## src/rtl/pipeline_hazard_ctrl_pkg.sv

```systemverilog
// pipe_ctrl_pkg: shared definitions for the pipeline stall/flush/halt sequencer.
//   - ST_* : 2-bit state encodings (also exported on the debug state output)
//   - ctrl_state_e : FSM state type built on the ST_* encodings
//   - ctrl_out_t   : bundle of per-cycle pipeline register controls
//   - NOP_INSTR    : instruction loaded by a flushing pipeline register (addi x0,x0,0)
package pipe_ctrl_pkg;

  localparam logic [1:0] ST_RUN       = 2'd0;
  localparam logic [1:0] ST_DMEM_WAIT = 2'd1;
  localparam logic [1:0] ST_DRAIN     = 2'd2;
  localparam logic [1:0] ST_HALTED    = 2'd3;

  typedef enum logic [1:0] {
    S_RUN       = ST_RUN,
    S_DMEM_WAIT = ST_DMEM_WAIT,
    S_DRAIN     = ST_DRAIN,
    S_HALTED    = ST_HALTED
  } ctrl_state_e;

  localparam logic [31:0] NOP_INSTR = 32'h0000_0013;

  typedef struct packed {
    logic pc_write;
    logic if_id_write;
    logic if_id_flush;
    logic id_ex_write;
    logic id_ex_flush;
    logic ex_mem_write;
    logic mem_wb_flush;
    logic halted;
  } ctrl_out_t;

  // Everything advances, nothing is squashed.
  localparam ctrl_out_t CTRL_DEFAULT = '{pc_write: 1'b1, if_id_write: 1'b1, if_id_flush: 1'b0,
                                         id_ex_write: 1'b1, id_ex_flush: 1'b0, ex_mem_write: 1'b1,
                                         mem_wb_flush: 1'b0, halted: 1'b0};
  // Front of the pipe holds while MEM waits; WB receives a bubble.
  localparam ctrl_out_t CTRL_FREEZE  = '{pc_write: 1'b0, if_id_write: 1'b0, if_id_flush: 1'b0,
                                         id_ex_write: 1'b0, id_ex_flush: 1'b0, ex_mem_write: 1'b0,
                                         mem_wb_flush: 1'b1, halted: 1'b0};
  // Value held while reset is asserted: nothing loads, every flush is raised.
  localparam ctrl_out_t CTRL_RESET   = '{pc_write: 1'b0, if_id_write: 1'b0, if_id_flush: 1'b1,
                                         id_ex_write: 1'b0, id_ex_flush: 1'b1, ex_mem_write: 1'b0,
                                         mem_wb_flush: 1'b1, halted: 1'b0};
  localparam ctrl_out_t CTRL_HALTED  = '{pc_write: 1'b0, if_id_write: 1'b0, if_id_flush: 1'b0,
                                         id_ex_write: 1'b0, id_ex_flush: 1'b0, ex_mem_write: 1'b0,
                                         mem_wb_flush: 1'b0, halted: 1'b1};

endpackage

```

## src/rtl/pipeline_hazard_ctrl_if.sv

```systemverilog
// pipeline_hazard_ctrl_if: hazard information from the datapath and the
// resulting pipeline register controls.
//   master : datapath / debug side (drives hazard info and debug requests)
//   slave  : the hazard controller (drives register controls, status, counters)
// Memory handshake: dmem_req_mem is the request, dmem_ready is the completion.
// The access completes on a cycle where both are high; on any cycle with
// dmem_req_mem=1 and dmem_ready=0 the controller freezes the pipeline, and the
// datapath must keep dmem_req_mem high until dmem_ready is seen.
interface pipeline_hazard_ctrl_if #(
  parameter int CNT_W = 32
);
  logic [4:0]       rs1_id;
  logic [4:0]       rs2_id;
  logic             uses_rs1_id;
  logic             uses_rs2_id;
  logic             mem_read_ex;
  logic [4:0]       rd_ex;
  logic             branch_taken_ex;
  logic             dmem_req_mem;
  logic             dmem_ready;
  logic             halt_req;
  logic             resume_req;

  logic             pc_write;
  logic             if_id_write;
  logic             if_id_flush;
  logic             id_ex_write;
  logic             id_ex_flush;
  logic             ex_mem_write;
  logic             mem_wb_flush;
  logic             halted;
  logic             mem_timeout;
  logic [CNT_W-1:0] stall_cycles;
  logic [CNT_W-1:0] flush_events;
  logic [1:0]       state_dbg;

  modport master (
    output rs1_id, rs2_id, uses_rs1_id, uses_rs2_id, mem_read_ex, rd_ex,
           branch_taken_ex, dmem_req_mem, dmem_ready, halt_req, resume_req,
    input  pc_write, if_id_write, if_id_flush, id_ex_write, id_ex_flush,
           ex_mem_write, mem_wb_flush, halted, mem_timeout, stall_cycles,
           flush_events, state_dbg
  );

  modport slave (
    input  rs1_id, rs2_id, uses_rs1_id, uses_rs2_id, mem_read_ex, rd_ex,
           branch_taken_ex, dmem_req_mem, dmem_ready, halt_req, resume_req,
    output pc_write, if_id_write, if_id_flush, id_ex_write, id_ex_flush,
           ex_mem_write, mem_wb_flush, halted, mem_timeout, stall_cycles,
           flush_events, state_dbg
  );
endinterface

```

## src/rtl/pipeline_hazard_ctrl_hazard_detect.sv

```systemverilog
// hazard_detect: purely combinational load-use detection.
//   i_rs1_id/i_rs2_id        : source registers of the ID instruction
//   i_uses_rs1_id/i_uses_rs2_id : the ID instruction actually reads that source
//   i_mem_read_ex, i_rd_ex   : EX instruction is a load, and its destination
//   o_load_use               : ID must wait one cycle for the load result
module hazard_detect (
  input  logic [4:0] i_rs1_id,
  input  logic [4:0] i_rs2_id,
  input  logic       i_uses_rs1_id,
  input  logic       i_uses_rs2_id,
  input  logic       i_mem_read_ex,
  input  logic [4:0] i_rd_ex,
  output logic       o_load_use
);
  logic w_rs1_hit;
  logic w_rs2_hit;

  assign w_rs1_hit  = i_uses_rs1_id && (i_rs1_id == i_rd_ex);
  assign w_rs2_hit  = i_uses_rs2_id && (i_rs2_id == i_rd_ex);
  // x0 is hard-wired zero, so a load to x0 never creates a dependency.
  assign o_load_use = i_mem_read_ex && (i_rd_ex != 5'd0) && (w_rs1_hit || w_rs2_hit);
endmodule

```

## src/rtl/pipeline_hazard_ctrl.sv

```systemverilog
// pipeline_hazard_ctrl: stall/flush/halt sequencer for the 5-stage pipeline.
//   clock, reset : rising-edge clock, asynchronous active-high reset
//   bus (slave)  : hazard inputs, debug halt/resume requests, per-register
//                  write/flush controls, halted, sticky mem_timeout,
//                  stall/flush counters and the FSM state (state_dbg).
// Controls are combinational from the registered state plus current inputs.
module pipeline_hazard_ctrl
  import pipe_ctrl_pkg::*;
#(
  parameter int DRAIN_CYCLES = 4,
  parameter int WAIT_TIMEOUT = 64,
  parameter int CNT_W        = 32
) (
  input logic                  clock,
  input logic                  reset,
  pipeline_hazard_ctrl_if.slave bus
);
  localparam int DC_W = (DRAIN_CYCLES > 1) ? $clog2(DRAIN_CYCLES) : 1;
  localparam int WC_W = $clog2(WAIT_TIMEOUT + 1);
  localparam logic [DC_W-1:0] DRAIN_LAST = DC_W'(DRAIN_CYCLES - 1);
  localparam logic [WC_W-1:0] WAIT_LIMIT = WC_W'(WAIT_TIMEOUT);
  localparam logic [WC_W-1:0] WAIT_PRE   = WC_W'(WAIT_TIMEOUT - 1);

  ctrl_state_e      r_state;
  ctrl_state_e      r_ret_state;
  logic [DC_W-1:0]  r_drain_cnt;
  logic [WC_W-1:0]  r_wait_cnt;
  logic             r_mem_timeout;
  logic [CNT_W-1:0] r_stall_cycles;
  logic [CNT_W-1:0] r_flush_events;

  logic             w_lu;
  logic             w_mw;
  ctrl_out_t        w_ctl;
  ctrl_state_e      w_next_state;
  ctrl_state_e      w_ret_next;
  logic [DC_W-1:0]  w_drain_next;
  logic [WC_W-1:0]  w_wait_next;
  logic             w_stall_inc;
  logic             w_flush_inc;
  logic             w_timeout_set;
  logic             w_freeze;

  hazard_detect u_hazard_detect (
    .i_rs1_id      (bus.rs1_id),
    .i_rs2_id      (bus.rs2_id),
    .i_uses_rs1_id (bus.uses_rs1_id),
    .i_uses_rs2_id (bus.uses_rs2_id),
    .i_mem_read_ex (bus.mem_read_ex),
    .i_rd_ex       (bus.rd_ex),
    .o_load_use    (w_lu)
  );

  assign w_mw = bus.dmem_req_mem && !bus.dmem_ready;

  always_comb begin
    w_ctl         = CTRL_DEFAULT;
    w_next_state  = r_state;
    w_ret_next    = r_ret_state;
    w_drain_next  = r_drain_cnt;
    w_wait_next   = r_wait_cnt;
    w_stall_inc   = 1'b0;
    w_flush_inc   = 1'b0;
    w_timeout_set = 1'b0;
    w_freeze      = 1'b0;

    case (r_state)
      S_RUN, S_DRAIN: begin
        if (r_state == S_DRAIN) begin
          // Fetch is stopped; IF/ID fills with NOPs while the rest drains.
          w_ctl.pc_write    = 1'b0;
          w_ctl.if_id_flush = 1'b1;
        end
        if (w_mw) begin
          w_freeze     = 1'b1;
          w_next_state = S_DMEM_WAIT;
          w_ret_next   = r_state;
        end else if (bus.branch_taken_ex) begin
          // In DRAIN the PC still takes the target so resume restarts there.
          w_ctl.pc_write    = 1'b1;
          w_ctl.if_id_flush = 1'b1;
          w_ctl.id_ex_flush = 1'b1;
          w_flush_inc       = 1'b1;
        end else if (w_lu) begin
          // IF/ID holds the dependent instruction, so it must not be flushed.
          w_ctl.pc_write    = 1'b0;
          w_ctl.if_id_write = 1'b0;
          w_ctl.if_id_flush = 1'b0;
          w_ctl.id_ex_flush = 1'b1;
          w_stall_inc       = 1'b1;
        end

        if (!w_mw) begin
          if (r_state == S_RUN) begin
            if (bus.halt_req) begin
              w_next_state = S_DRAIN;
              w_drain_next = '0;
            end
          end else if (bus.branch_taken_ex || !w_lu) begin
            // Only cycles where everything moves forward count toward draining.
            if (r_drain_cnt == DRAIN_LAST) begin
              w_next_state = S_HALTED;
            end else begin
              w_drain_next = r_drain_cnt + DC_W'(1);
            end
          end
        end
      end

      S_DMEM_WAIT: begin
        if (bus.dmem_ready) begin
          w_next_state = r_ret_state;
          w_wait_next  = '0;
        end else begin
          w_freeze = 1'b1;
        end
      end

      S_HALTED: begin
        w_ctl = CTRL_HALTED;
        if (bus.resume_req) begin
          w_next_state = S_RUN;
        end
      end

      default: begin
        w_next_state = S_RUN;
      end
    endcase

    // Every frozen cycle is one wait cycle; the wait counter saturates at the limit.
    if (w_freeze) begin
      w_ctl       = CTRL_FREEZE;
      w_stall_inc = 1'b1;
      if (r_wait_cnt == WAIT_PRE) begin
        w_timeout_set = 1'b1;
      end
      if (r_wait_cnt != WAIT_LIMIT) begin
        w_wait_next = r_wait_cnt + WC_W'(1);
      end
    end

    if (reset) begin
      w_ctl = CTRL_RESET;
    end
  end

  always_ff @(posedge clock or posedge reset) begin
    if (reset) begin
      r_state        <= S_RUN;
      r_ret_state    <= S_RUN;
      r_drain_cnt    <= '0;
      r_wait_cnt     <= '0;
      r_mem_timeout  <= 1'b0;
      r_stall_cycles <= '0;
      r_flush_events <= '0;
    end else begin
      r_state     <= w_next_state;
      r_ret_state <= w_ret_next;
      r_drain_cnt <= w_drain_next;
      r_wait_cnt  <= w_wait_next;
      if (w_timeout_set) begin
        r_mem_timeout <= 1'b1;
      end
      if (w_stall_inc) begin
        r_stall_cycles <= r_stall_cycles + CNT_W'(1);
      end
      if (w_flush_inc) begin
        r_flush_events <= r_flush_events + CNT_W'(1);
      end
    end
  end

  assign bus.pc_write     = w_ctl.pc_write;
  assign bus.if_id_write  = w_ctl.if_id_write;
  assign bus.if_id_flush  = w_ctl.if_id_flush;
  assign bus.id_ex_write  = w_ctl.id_ex_write;
  assign bus.id_ex_flush  = w_ctl.id_ex_flush;
  assign bus.ex_mem_write = w_ctl.ex_mem_write;
  assign bus.mem_wb_flush = w_ctl.mem_wb_flush;
  assign bus.halted       = w_ctl.halted;
  assign bus.mem_timeout  = r_mem_timeout;
  assign bus.stall_cycles = r_stall_cycles;
  assign bus.flush_events = r_flush_events;
  assign bus.state_dbg    = r_state;

endmodule

```

## src/flat_wrapper.sv

```systemverilog
// flat-port wrapper written by rule: the top's interface ports become plain ports
module pipeline_hazard_ctrl_flat import pipe_ctrl_pkg::*;
#(
  parameter int DRAIN_CYCLES = 4,
  parameter int WAIT_TIMEOUT = 64,
  parameter int CNT_W        = 32
)
  (clock, reset, bus_rs1_id, bus_rs2_id, bus_uses_rs1_id, bus_uses_rs2_id, bus_mem_read_ex, bus_rd_ex, bus_branch_taken_ex, bus_dmem_req_mem, bus_dmem_ready, bus_halt_req, bus_resume_req, bus_pc_write, bus_if_id_write, bus_if_id_flush, bus_id_ex_write, bus_id_ex_flush, bus_ex_mem_write, bus_mem_wb_flush, bus_halted, bus_mem_timeout, bus_stall_cycles, bus_flush_events, bus_state_dbg);
  pipeline_hazard_ctrl_if #(.CNT_W(CNT_W)) bus_i ();
  input logic clock;
  input logic reset;
  input wire logic [$bits(bus_i.rs1_id)-1:0] bus_rs1_id;
  input wire logic [$bits(bus_i.rs2_id)-1:0] bus_rs2_id;
  input wire logic [$bits(bus_i.uses_rs1_id)-1:0] bus_uses_rs1_id;
  input wire logic [$bits(bus_i.uses_rs2_id)-1:0] bus_uses_rs2_id;
  input wire logic [$bits(bus_i.mem_read_ex)-1:0] bus_mem_read_ex;
  input wire logic [$bits(bus_i.rd_ex)-1:0] bus_rd_ex;
  input wire logic [$bits(bus_i.branch_taken_ex)-1:0] bus_branch_taken_ex;
  input wire logic [$bits(bus_i.dmem_req_mem)-1:0] bus_dmem_req_mem;
  input wire logic [$bits(bus_i.dmem_ready)-1:0] bus_dmem_ready;
  input wire logic [$bits(bus_i.halt_req)-1:0] bus_halt_req;
  input wire logic [$bits(bus_i.resume_req)-1:0] bus_resume_req;
  output wire logic [$bits(bus_i.pc_write)-1:0] bus_pc_write;
  output wire logic [$bits(bus_i.if_id_write)-1:0] bus_if_id_write;
  output wire logic [$bits(bus_i.if_id_flush)-1:0] bus_if_id_flush;
  output wire logic [$bits(bus_i.id_ex_write)-1:0] bus_id_ex_write;
  output wire logic [$bits(bus_i.id_ex_flush)-1:0] bus_id_ex_flush;
  output wire logic [$bits(bus_i.ex_mem_write)-1:0] bus_ex_mem_write;
  output wire logic [$bits(bus_i.mem_wb_flush)-1:0] bus_mem_wb_flush;
  output wire logic [$bits(bus_i.halted)-1:0] bus_halted;
  output wire logic [$bits(bus_i.mem_timeout)-1:0] bus_mem_timeout;
  output wire logic [$bits(bus_i.stall_cycles)-1:0] bus_stall_cycles;
  output wire logic [$bits(bus_i.flush_events)-1:0] bus_flush_events;
  output wire logic [$bits(bus_i.state_dbg)-1:0] bus_state_dbg;
  assign bus_i.rs1_id = bus_rs1_id;
  assign bus_i.rs2_id = bus_rs2_id;
  assign bus_i.uses_rs1_id = bus_uses_rs1_id;
  assign bus_i.uses_rs2_id = bus_uses_rs2_id;
  assign bus_i.mem_read_ex = bus_mem_read_ex;
  assign bus_i.rd_ex = bus_rd_ex;
  assign bus_i.branch_taken_ex = bus_branch_taken_ex;
  assign bus_i.dmem_req_mem = bus_dmem_req_mem;
  assign bus_i.dmem_ready = bus_dmem_ready;
  assign bus_i.halt_req = bus_halt_req;
  assign bus_i.resume_req = bus_resume_req;
  assign bus_pc_write = bus_i.pc_write;
  assign bus_if_id_write = bus_i.if_id_write;
  assign bus_if_id_flush = bus_i.if_id_flush;
  assign bus_id_ex_write = bus_i.id_ex_write;
  assign bus_id_ex_flush = bus_i.id_ex_flush;
  assign bus_ex_mem_write = bus_i.ex_mem_write;
  assign bus_mem_wb_flush = bus_i.mem_wb_flush;
  assign bus_halted = bus_i.halted;
  assign bus_mem_timeout = bus_i.mem_timeout;
  assign bus_stall_cycles = bus_i.stall_cycles;
  assign bus_flush_events = bus_i.flush_events;
  assign bus_state_dbg = bus_i.state_dbg;
  pipeline_hazard_ctrl #(.DRAIN_CYCLES(DRAIN_CYCLES), .WAIT_TIMEOUT(WAIT_TIMEOUT), .CNT_W(CNT_W)) u_core (.clock(clock), .reset(reset), .bus(bus_i));
endmodule
```

## config.mk

```make
export PLATFORM = sky130hd
export DESIGN_NAME = pipeline_hazard_ctrl_flat
export DESIGN_NICKNAME = d
export VERILOG_FILES = /design/src/rtl/pipeline_hazard_ctrl_pkg.sv /design/src/rtl/pipeline_hazard_ctrl_if.sv /design/src/rtl/pipeline_hazard_ctrl_hazard_detect.sv /design/src/rtl/pipeline_hazard_ctrl.sv /design/src/flat_wrapper.sv
export SDC_FILE = /design/constraint.sdc
export NUM_CORES = 1
export LEC_CHECK = 0
export CORE_MARGIN = 8
export CORE_UTILIZATION = 40
export CTS_BUF_LIST = sky130_fd_sc_hd__clkbuf_8
export DETAILED_ROUTE_END_ITERATION = 10
export PLACE_DENSITY = 0.68
export SLEW_MARGIN = 5
export SYNTH_ARGS = -nofsm -noshare
export SYNTH_HDL_FRONTEND = slang
export SYNTH_HIERARCHICAL = 1
export SYNTH_SLANG_ARGS = --single-unit
```

## constraint.sdc

```tcl
create_clock -name clock -period 6.45 [get_ports clock]
set_input_delay 0.9675 -clock clock [delete_from_list [all_inputs] [get_ports clock]]
set_output_delay 0.9675 -clock clock [all_outputs]
set_load 0.03 [all_outputs]
```

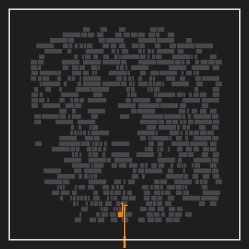
(run_1/port_trees.png)
Drawn at 2 px/um.
bus_if_id_flush: shown in orange, bits 1, direction output, end cells 1, wire 23.6 um.
I/O pin total: 100
IO Port Bufs: 99

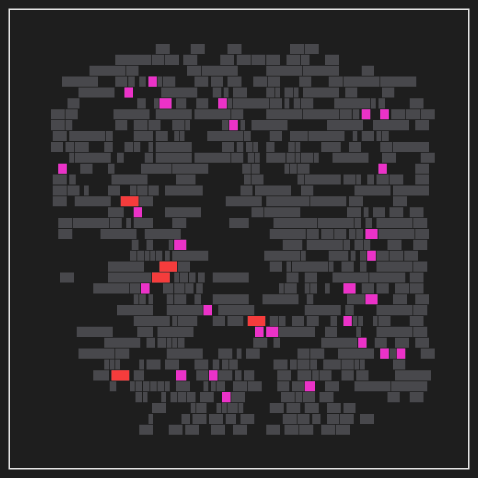
(run_1/gates.png)
Drawn at 4 px/um.
fa/ha/maj cells: shown in red, cells 5. and/or cells: shown in magenta, cells 27.
most numerous logic cell after layout: clkdlybuf4s50_1
Comb/total area: 35.3%
Non-Filler Instances: 611

==> flow_summary.toml, run 1 <==
# synthesis and place-and-route metrics
[drt]
via_per_inst = 5.00
drc = 0
dr_wl_met2_um = 4560

[placement]
place_hpwl_um = 6840
place_congestion = 0.787

[clock_network]
htree_num_levels = 3
insertion_delay_ns = 0.34
post_cts.repair.setup_buffers = 0
clockBufferDepth = 2

[grt]
overflow = 0
grt_pass1_vias = 3135

[sta]
worst_slew_pin_slew_ns = 0.984
fin_skew_ns = 0.00866
finalWorstSetupSlack_ns = 2.01
finalSetupTns_ns = 0

[die]
floorplan.core_util_pct = 40.4
chipArea_sq_um = 13100
core_area_sq_um = 9590

[run_status]
status = "complete, no violations"

[yosys]
ys_ff = 78
synthCells = 369
syn_area_sq_um = 3880
area_leaders = "dfrtp_1, xnor2_1, xor2_1, nand3_1, nand2_1"

[hold_path]
hold_class = "flop to flop"

[critical_path]
crit_type = "input pin to output pin"
crit_path_end_kind = "output pin"
r2r_cells = 5

[pwr]
clkPwrFrac_pct = 28.5
seqPwrFrac_pct = 42.4
p_switching_uw = 514

[cells_and_area]
final_nets = 503
area_growth_pct = 35.2
final_core_util_pct = 54.7
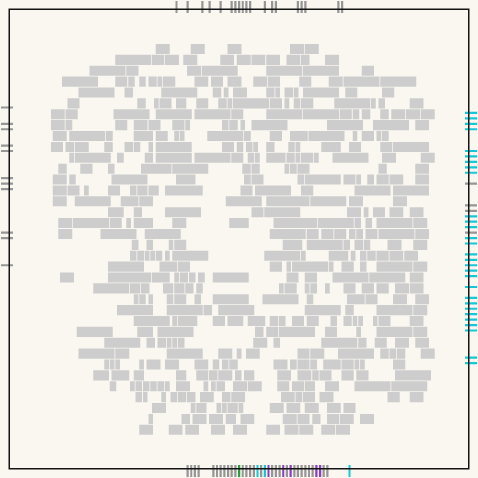
(run_1/pinout.png)
Drawn at 4 px/um. Pins as bars across the die edge, other pins in gray.
bus_if_id_flush: shown in green, pins 1, direction output, edge bottom. bus_flush_events: shown in cyan, pins 32, direction output, edge 29 right, 3 bottom. bus_rs2_id: shown in purple, pins 5, direction input, edge bottom.
All pins by edge: 37 bottom, 33 right, 19 top, 11 left.
die width: 114 um
Die Ht: 114 um

[run 1: critical path, cell delays in order]
cell and delay, ns:
clkdlybuf4s50_1 0.47, xor2_1 0.20, nor4_1 0.35, nand3_1 0.13
a21oi_1 0.31, inv_1 0.11, a21oi_1 0.21, o31ai_1 0.09
clkdlybuf4s50_1 0.62
[run 1: power by group through the flow]
stage	logic, mW	clock network, mW	registers [mW]
2_1_floorplan	0.226	0	0.695
3_3_place_gp	0.436	0	0.647
3_5_place_dp	0.442	0	0.650
4_1_cts	0.445	0.445	0.641
5_1_grt	0.478	0.461	0.656
6_report	0.440	0.431	0.641
[run 1: cell usage after synthesis, types with 5 or more instances]
cell and number:
dfrtp_1 78, o21ai_0 9, ha_1 5, and3_1 16, inv_1 10, xor2_1 32
a21oi_1 5, nand2_1 34, nor4_1 5, xnor2_1 41, nand3_1 35, nor2_1 21
and4_1 6, nand4_1 13, nor3_1 11
[run 1: state kept, by name, summed over array words and instances (netlist names)]
name,flops
u_core/bus.flush_events,32
u_core/bus.mem_timeout,1
u_core/bus.stall_cycles,32
u_core/bus.state_dbg,2
u_core/r_drain_cnt,2
u_core/r_ret_state,2
u_core/r_wait_cnt,7
[run 1: area by class of cell]
| type | instances | area, sq um |
|---|---|---|
| multi-input combinational | 274 | 1850 |
| timing repair buffer | 100 | 998 |
| clock buffer | 9 | 124 |
| tap | 133 | 166 |
| clock inverter | 7 | 114 |
| inverter | 10 | 38.8 |
| sequential | 78 | 1950 |
| fill | 873 | 4350 |
[run 1: worst min-delay path by stage]
stage | startpoint | end | slack, ns | cells past startpoint
4_1_cts | u_core/bus.flush_events[31] | u_core/bus.flush_events[31] | 0.48 | 1
3_3_place_gp | u_core/bus.mem_timeout | u_core/bus.mem_timeout | 0.46 | 1
5_1_grt | u_core/bus.mem_timeout | u_core/bus.mem_timeout | 0.50 | 1
6_report | u_core/bus.mem_timeout | u_core/bus.mem_timeout | 0.47 | 1
2_1_floorplan | u_core/r_wait_cnt[4] | u_core/r_wait_cnt[4] | 0.46 | 1
3_5_place_dp | u_core/bus.mem_timeout | u_core/bus.mem_timeout | 0.46 | 1
[run 1: cell families after synthesis]
| family | share of synthesized area [%] |
|---|---|
| AOI/OAI and AO/OA | 5.32 |
| adders and majority gates | 1.61 |
| DFF | 50.3 |
| and+or+nand+nor | 22.4 |
| buffers and inverters | 1.97 |
| xor gates and xnor gates | 16.5 |
| muxes | 1.94 |
[run 1: metal layers]
| metal | global-route usage [%] | vias to the layer above |
|---|---|---|
| li1 | - | 1489 |
| met1 | 17.0 | 1496 |
| met2 | 24.2 | 59 |
| met3 | 4.43 | 8 |
| met4 | 4.70 | 0 |
| met5 | 0 | - |
==> run_1/sizing.png <==
Drawn at 4 px/um.
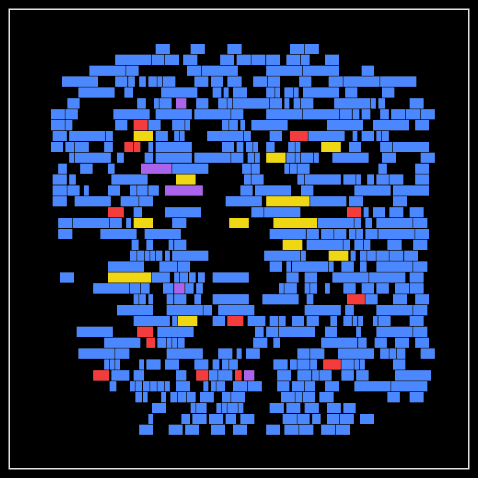

## Run 2: what changed since run 1
==> constraint.sdc (replaced) <==
create_clock -name clock -period 4.37 [get_ports clock]
set_input_delay 0.6555 -clock clock [delete_from_list [all_inputs] [get_ports clock]]
set_output_delay 0.6555 -clock clock [all_outputs]
set_load 0.03 [all_outputs]
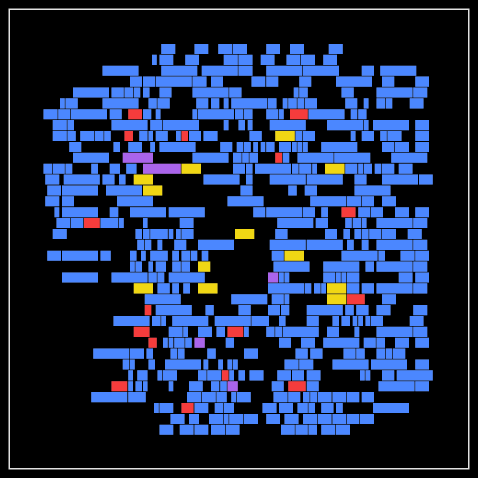
(run_2/sizing.png)
Drawn at 4 px/um.
x1 and smaller: shown in blue, cells 446, share 93%, most used clkdlybuf4s50_1. x3 and x4: shown in purple, cells 5, share 1.0%, most used buf_4. x2: shown in red, cells 16, share 3.3%. x6 and larger: shown in yellow, cells 12, share 2.5%, most used clkbuf_8.
final worst setup slack: 0.677 ns
nonclk buf count: 101
design area: 5200 sq um

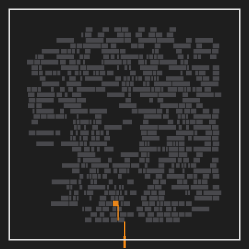
(run_2/port_trees.png)
Drawn at 2 px/um.
bus_if_id_flush: shown in orange, bits 1, direction output, end cells 1, wire 16.3 um.

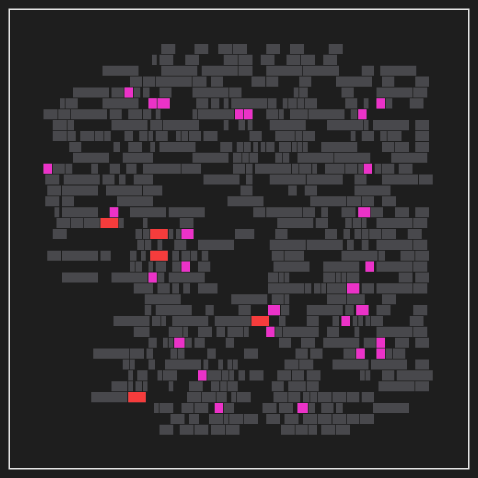
(run_2/gates.png)
Drawn at 4 px/um.
fa/ha/maj cells: shown in red, cells 5. and/or cells: shown in magenta, cells 27.
Comb/total area: 35.6%
Non-Filler Instances: 612

==> flow_summary.toml, run 2 <==
# synthesis and place-and-route metrics
[run_status]
status = "complete, no violations"

[die]
dieHeight_um = 114
floorplan.core_util_pct = 40.4
chipArea_sq_um = 13100
io_pins = 100
die_x_um = 114
core_area_sq_um = 9590

[grt]
grt_pass1_vias = 3137
overflow = 0

[placement]
place_hpwl_um = 6780
place_congestion = 0.800
numPortBuffers = 99

[cells_and_area]
final_nets = 504
combGateArea_sq_um = 1850
mostFrequentLayoutCell = "clkdlybuf4s50_1"

[drt]
via_per_inst = 4.99
drc = 0

[critical_path]
slowest_delay_ns = 0.71
cpMostUsedCell = "clkdlybuf4s50_1"
required_ns = 3.71
worstReg2RegEnd = "u_core/bus.stall_cycles[31]"
crit_chain = "clkdlybuf4s50_1 > xor2_1 > nor4_1 > nand3_1 > a21oi_1 > nor2_1 > o31ai_1 > clkdlybuf4s50_1"
cp_slowest_cell = "clkdlybuf4s50_1"

[sta]
worst_slew_pin_slew_ns = 0.991
drv_slew = 0
finalSetupTns_ns = 0
fin_skew_ns = 0.0109

[hold_path]
hold_depth = 1
hold_class = "flop to flop"
min_to = "u_core/bus.mem_timeout"
hold_start = "u_core/bus.mem_timeout"

[clock_network]
htree_num_levels = 3
post_cts.repair.setup_buffers = 0
clockBufferDepth = 2

[yosys]
ys_ff = 78
area_leaders = "dfrtp_1, xnor2_1, xor2_1, nand3_1, nand2_1"
compound_area_share_pct = 5.32
synthCells = 369
simple_gate_area_share_pct = 22.4
ys_top_cells_by_count = "dfrtp_1, xnor2_1, nand3_1"
synthXorXnorAreaFrac_pct = 16.5
syn_area_sq_um = 3880
top_cell = "dfrtp_1"
run 2: final cells by class:
cell class                 instances  area share [%]
sequential                        78            37.6
multi-input combinational        274            35.6
timing repair buffer             101            19.4
tap                              133            3.20
clock buffer                      11            2.91
inverter                          10           0.746
clock inverter                     5           0.602
run 2: worst max-delay path, delay by kind of cell:
kind            cells  cell delay, ns
xor+xnor            1            0.20
buf+inv             2            1.18
compound gates      2            0.51
simple gates        3            0.49
run 2: metrics by stage:
step / util, % / hold WS [ns]
6_report: 54.2 / 0.471
3_3_place_gp: 52.3 / 0.445
2_1_floorplan: - / 0.463
4_1_cts: 54.2 / 0.479
5_1_grt: 54.2 / 0.496
3_5_place_dp: 52.3 / 0.447
run 2: how the worst max path moves through the flow:
stage,start,to,cells past startpoint
3_3_place_gp,bus_rd_ex[0],bus_id_ex_flush,8
4_1_cts,bus_rd_ex[0],bus_if_id_flush,8
5_1_grt,bus_rd_ex[2],bus_id_ex_flush,8
6_report,bus_rd_ex[2],bus_id_ex_flush,8
2_1_floorplan,reset,bus_id_ex_flush,2
3_5_place_dp,bus_rd_ex[0],bus_if_id_flush,8
run 2: logic make-up (layout without fill, tap and decap cells):
logic type,count (synthesis),after routing
AOI/OAI and AO/OA,27,27
xor gates and xnor gates,73,73
adders and majority gates,5,5
buffers and inverters,17,127
DFF,78,78
muxes,7,7
and+or+nand+nor,162,162
run 2: power breakdown:
group / total, mW / internal [mW] / switching, mW / leakage [nW]
Clock: 0.497 / 0.236 / 0.261 / 0.0955
Sequential: 0.945 / 0.810 / 0.136 / 1.05
Combinational: 0.652 / 0.290 / 0.361 / 1.16
Total: 2.09 / 1.34 / 0.758 / 2.30
run 2: metal layers:
layer / GRT usage (%) / vias up / wire length [um]
met5: 0 / - / 0
met4: 3.19 / 0 / 84
met3: 4.69 / 9 / 509
met2: 24.5 / 64 / 4440
met1: 17.6 / 1488 / 4010
li1: - / 1494 / -
Power figures rest on the tool's default switching activity, not on a simulated workload.
